<file path="src/rtl/udp_oe_tx_arbiter.sv">
// Merges the ARP-reply source and NUM_CHAN IO-pipe TX channels onto one AXI-S stream toward the MAC.
// Optional per-channel packet / abort counters are built only when UDPOE_TX_ARB_STATS_EN is defined.
module udp_oe_tx_arbiter #(
    parameter int NUM_CHAN   = 2,
    parameter int DATA_WIDTH = 64,
    parameter int KEEP_WIDTH = DATA_WIDTH / 8
) (
    input  logic                           clk,
    input  logic                           resetn,
    input  logic [NUM_CHAN-1:0]            ch_tvalid,
    input  logic [NUM_CHAN*DATA_WIDTH-1:0] ch_tdata,
    input  logic [NUM_CHAN*KEEP_WIDTH-1:0] ch_tkeep,
    input  logic [NUM_CHAN-1:0]            ch_tlast,
    output logic [NUM_CHAN-1:0]            ch_tready,
    input  logic                           arp_tvalid,
    input  logic [DATA_WIDTH-1:0]          arp_tdata,
    input  logic [KEEP_WIDTH-1:0]          arp_tkeep,
    input  logic                           arp_tlast,
    output logic                           arp_tready,
    output logic                           tx_tvalid,
    output logic [DATA_WIDTH-1:0]          tx_tdata,
    output logic [KEEP_WIDTH-1:0]          tx_tkeep,
    output logic                           tx_tlast,
    output logic                           tx_tuser,
    input  logic                           tx_tready,
    input  logic [NUM_CHAN-1:0]            chan_enable,
    input  logic [NUM_CHAN-1:0]            chan_reset,
    output logic                           busy,
    output logic [NUM_CHAN*32-1:0]         pkt_cnt,
    output logic [15:0]                    abort_cnt
);

    localparam int          CW = (NUM_CHAN > 1) ? $clog2(NUM_CHAN) : 1;
    localparam int unsigned NC = NUM_CHAN;

    typedef enum logic [1:0] {ST_IDLE, ST_XFER, ST_ABORT} state_t;

    state_t                  state_q, state_d;
    logic                    gnt_arp_q, gnt_arp_d;
    logic [CW-1:0]           gnt_chan_q, gnt_chan_d;
    logic [CW-1:0]           last_chan_q, last_chan_d;
    logic                    last_arp_q, last_arp_d;
    logic                    fwd_q, fwd_d;
    logic                    tx_tvalid_q, tx_tvalid_d;
    logic [DATA_WIDTH-1:0]   tx_tdata_q, tx_tdata_d;
    logic [KEEP_WIDTH-1:0]   tx_tkeep_q, tx_tkeep_d;
    logic                    tx_tlast_q, tx_tlast_d;
    logic                    tx_tuser_q, tx_tuser_d;

    logic                    load_en;
    logic [NUM_CHAN-1:0]     ch_elig;
    logic                    rr_found;
    logic [CW-1:0]           rr_idx;
    logic [31:0]             idx;
    logic [CW-1:0]           idx_c;
    logic                    src_valid;
    logic [DATA_WIDTH-1:0]   src_data;
    logic [KEEP_WIDTH-1:0]   src_keep;
    logic                    src_last;
    logic                    gnt_rst;
    logic                    beat_load;
    logic                    abort_load;

    always_comb begin
        state_d     = state_q;
        gnt_arp_d   = gnt_arp_q;
        gnt_chan_d  = gnt_chan_q;
        last_chan_d = last_chan_q;
        last_arp_d  = last_arp_q;
        fwd_d       = fwd_q;
        tx_tvalid_d = tx_tvalid_q;
        tx_tdata_d  = tx_tdata_q;
        tx_tkeep_d  = tx_tkeep_q;
        tx_tlast_d  = tx_tlast_q;
        tx_tuser_d  = tx_tuser_q;
        arp_tready  = 1'b0;
        ch_tready   = '0;
        beat_load   = 1'b0;
        abort_load  = 1'b0;
        rr_found    = 1'b0;
        rr_idx      = '0;
        idx         = '0;
        idx_c       = '0;

        load_en = tx_tready | ~tx_tvalid_q;
        ch_elig = ch_tvalid & chan_enable & ~chan_reset;

        // Round-robin search starts just after the last channel that finished a packet.
        for (int unsigned k = 1; k <= NC; k++) begin
            idx   = (32'(last_chan_q) + k) % NC;
            idx_c = idx[CW-1:0];
            if (!rr_found && ch_elig[idx_c]) begin
                rr_found = 1'b1;
                rr_idx   = idx_c;
            end
        end

        src_valid = gnt_arp_q ? arp_tvalid : ch_tvalid[gnt_chan_q];
        src_data  = gnt_arp_q ? arp_tdata  : ch_tdata[int'(gnt_chan_q)*DATA_WIDTH +: DATA_WIDTH];
        src_keep  = gnt_arp_q ? arp_tkeep  : ch_tkeep[int'(gnt_chan_q)*KEEP_WIDTH +: KEEP_WIDTH];
        src_last  = gnt_arp_q ? arp_tlast  : ch_tlast[gnt_chan_q];
        gnt_rst   = ~gnt_arp_q & chan_reset[gnt_chan_q];

        if (load_en) begin
            tx_tvalid_d = 1'b0;
        end

        case (state_q)
            ST_IDLE: begin
                fwd_d = 1'b0;
                // ARP yields only when it won last time and a channel is waiting.
                if (arp_tvalid && !(last_arp_q && rr_found)) begin
                    gnt_arp_d  = 1'b1;
                    last_arp_d = 1'b1;
                    state_d    = ST_XFER;
                end else if (rr_found) begin
                    gnt_arp_d  = 1'b0;
                    gnt_chan_d = rr_idx;
                    last_arp_d = 1'b0;
                    state_d    = ST_XFER;
                end
            end
            ST_XFER: begin
                if (gnt_rst) begin
                    state_d = fwd_q ? ST_ABORT : ST_IDLE;
                end else begin
                    if (gnt_arp_q) begin
                        arp_tready = load_en;
                    end else begin
                        ch_tready[gnt_chan_q] = load_en;
                    end
                    if (src_valid && load_en) begin
                        beat_load   = 1'b1;
                        fwd_d       = 1'b1;
                        tx_tvalid_d = 1'b1;
                        tx_tdata_d  = src_data;
                        tx_tkeep_d  = src_keep;
                        tx_tlast_d  = src_last;
                        tx_tuser_d  = 1'b0;
                        if (src_last) begin
                            state_d = ST_IDLE;
                        end
                    end
                end
            end
            ST_ABORT: begin
                if (load_en) begin
                    abort_load  = 1'b1;
                    tx_tvalid_d = 1'b1;
                    tx_tdata_d  = '0;
                    tx_tkeep_d  = KEEP_WIDTH'(1);
                    tx_tlast_d  = 1'b1;
                    tx_tuser_d  = 1'b1;
                    state_d     = ST_IDLE;
                end
            end
            default: state_d = ST_IDLE;
        endcase

        if (((beat_load & src_last) | abort_load) & ~gnt_arp_q) begin
            last_chan_d = gnt_chan_q;
        end
    end

    always_ff @(posedge clk) begin
        if (!resetn) begin
            state_q     <= ST_IDLE;
            gnt_arp_q   <= 1'b0;
            gnt_chan_q  <= '0;
            last_chan_q <= CW'(NUM_CHAN - 1);
            last_arp_q  <= 1'b0;
            fwd_q       <= 1'b0;
            tx_tvalid_q <= 1'b0;
            tx_tdata_q  <= '0;
            tx_tkeep_q  <= '0;
            tx_tlast_q  <= 1'b0;
            tx_tuser_q  <= 1'b0;
        end else begin
            state_q     <= state_d;
            gnt_arp_q   <= gnt_arp_d;
            gnt_chan_q  <= gnt_chan_d;
            last_chan_q <= last_chan_d;
            last_arp_q  <= last_arp_d;
            fwd_q       <= fwd_d;
            tx_tvalid_q <= tx_tvalid_d;
            tx_tdata_q  <= tx_tdata_d;
            tx_tkeep_q  <= tx_tkeep_d;
            tx_tlast_q  <= tx_tlast_d;
            tx_tuser_q  <= tx_tuser_d;
        end
    end

    assign tx_tvalid = tx_tvalid_q;
    assign tx_tdata  = tx_tdata_q;
    assign tx_tkeep  = tx_tkeep_q;
    assign tx_tlast  = tx_tlast_q;
    assign tx_tuser  = tx_tuser_q;
    assign busy      = (state_q != ST_IDLE);

`ifdef UDPOE_TX_ARB_STATS_EN
    logic [NUM_CHAN-1:0][31:0] pkt_cnt_q, pkt_cnt_d;
    logic [15:0]               abort_cnt_q, abort_cnt_d;

    always_comb begin
        pkt_cnt_d   = pkt_cnt_q;
        abort_cnt_d = abort_cnt_q;
        if (beat_load && src_last && !gnt_arp_q) begin
            pkt_cnt_d[gnt_chan_q] = pkt_cnt_q[gnt_chan_q] + 32'd1;
        end
        // Abort count saturates; packet counts wrap.
        if (abort_load && (abort_cnt_q != '1)) begin
            abort_cnt_d = abort_cnt_q + 16'd1;
        end
    end

    always_ff @(posedge clk) begin
        if (!resetn) begin
            pkt_cnt_q   <= '0;
            abort_cnt_q <= '0;
        end else begin
            pkt_cnt_q   <= pkt_cnt_d;
            abort_cnt_q <= abort_cnt_d;
        end
    end

    assign pkt_cnt   = pkt_cnt_q;
    assign abort_cnt = abort_cnt_q;
`else
    assign pkt_cnt   = '0;
    assign abort_cnt = '0;
`endif

endmodule

</file>
<file path="config.mk">
export PLATFORM = sky130hd
export DESIGN_NAME = udp_oe_tx_arbiter
export DESIGN_NICKNAME = d
export VERILOG_FILES = /design/src/rtl/udp_oe_tx_arbiter.sv
export SDC_FILE = /design/constraint.sdc
export NUM_CORES = 1
export LEC_CHECK = 0
export CORE_AREA = 5 5 147 149
export DETAILED_ROUTE_END_ITERATION = 12
export DIE_AREA = 0 0 152 154
export MAX_ROUTING_LAYER = met4
export SYNTH_ARGS = -nofsm -noshare
export SYNTH_HDL_FRONTEND = slang
export SYNTH_SLANG_ARGS = --single-unit
</file>
<file path="constraint.sdc">
create_clock -name clk -period 5.1 [get_ports clk]
set_clock_uncertainty 0.1 [all_clocks]
set_input_delay 1.02 -clock clk [delete_from_list [all_inputs] [get_ports clk]]
set_output_delay 1.02 -clock clk [all_outputs]
set_load 0.02 [all_outputs]
</file>
==> reports/metrics.yaml <==
nNonClkBuffers: 313
ant_nets: 0
async_flop_share_pct: 0
cts_tree: "yes"
ys_top_logic_family: "AND-OR/OR-AND gates"
r2r_cells: 6
cts_buffers: 9
grt_pass1_wl_mm: 27.7
postLayoutSetupSlackWorst_ps: 1190
synthCells: 645
cts_resized: 0
buf_share_pct: 37.4
rows: 52
logic_gates: 503
critPathBufInv: 2
switching_share_pct: 32.5
power_switching_w: 0.000691
seqPwrFrac_pct: 34.4
fp_util_pct: 25.5
outcome: "finished, final reports clean"
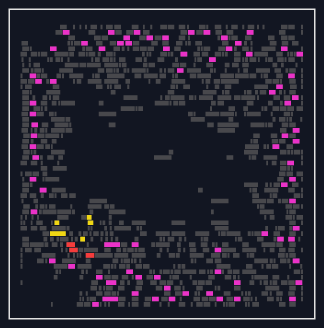
gate_families.png
Scale: 2 px per micron.
adder and majority cells: shown in red, cells 3, most used ha_1. AND-OR and OR-AND gates: shown in yellow, cells 5, most used o21a_1. multiplexers: shown in magenta, cells 78, most used mux2i_1, where all over the die.
Commonest Layout Cell: clkdlybuf4s50_1
Layout Cells excl Fill: 1193
multi-input combinational area share: 35.0%

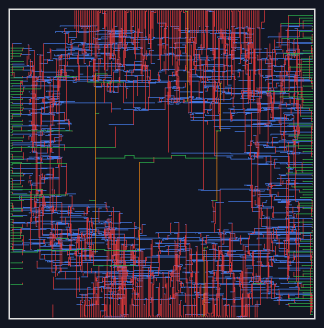
metal_stack.png
Scale: 2 px per micron.
met2: shown in red, wire length 9360 microns. met3: shown in green, wire length 1250 microns. met1: shown in blue, wire length 7630 microns. met4: shown in orange, wire length 271 microns.
total wire length: 18.5 mm
gr usage total: 15.1%
Vias: 5169
average wire per standard cell: 15.5 microns

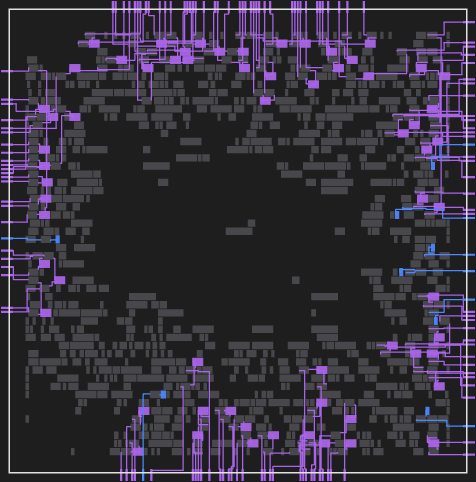
port_nets.png
Scale: 3 px per micron.
arp_tkeep: shown in blue, direction input, edge 6 right, 1 bottom, 1 left, end cells 8, buffers 8, wire 179 microns. ch_tdata: shown in purple, direction input, edge 42 top, 33 right, 30 bottom, 23 left, end cells 64, buffers 128, wire 2890 microns.
I/O pins: 388
number of port buffers: 307

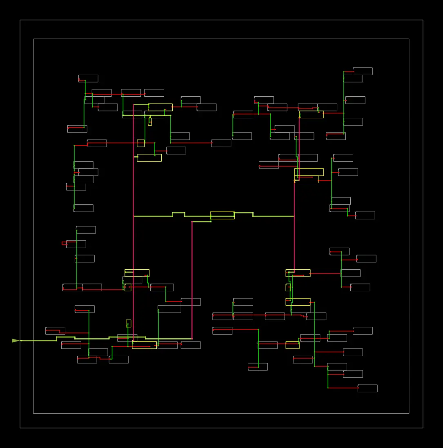
final_clocks.png
Flop Count: 81
CTS sink count: 81
clk_lat worst skew: 340 ps
Clk. pwr: 0.000650 W

Power is estimated from default activity; no workload was simulated.
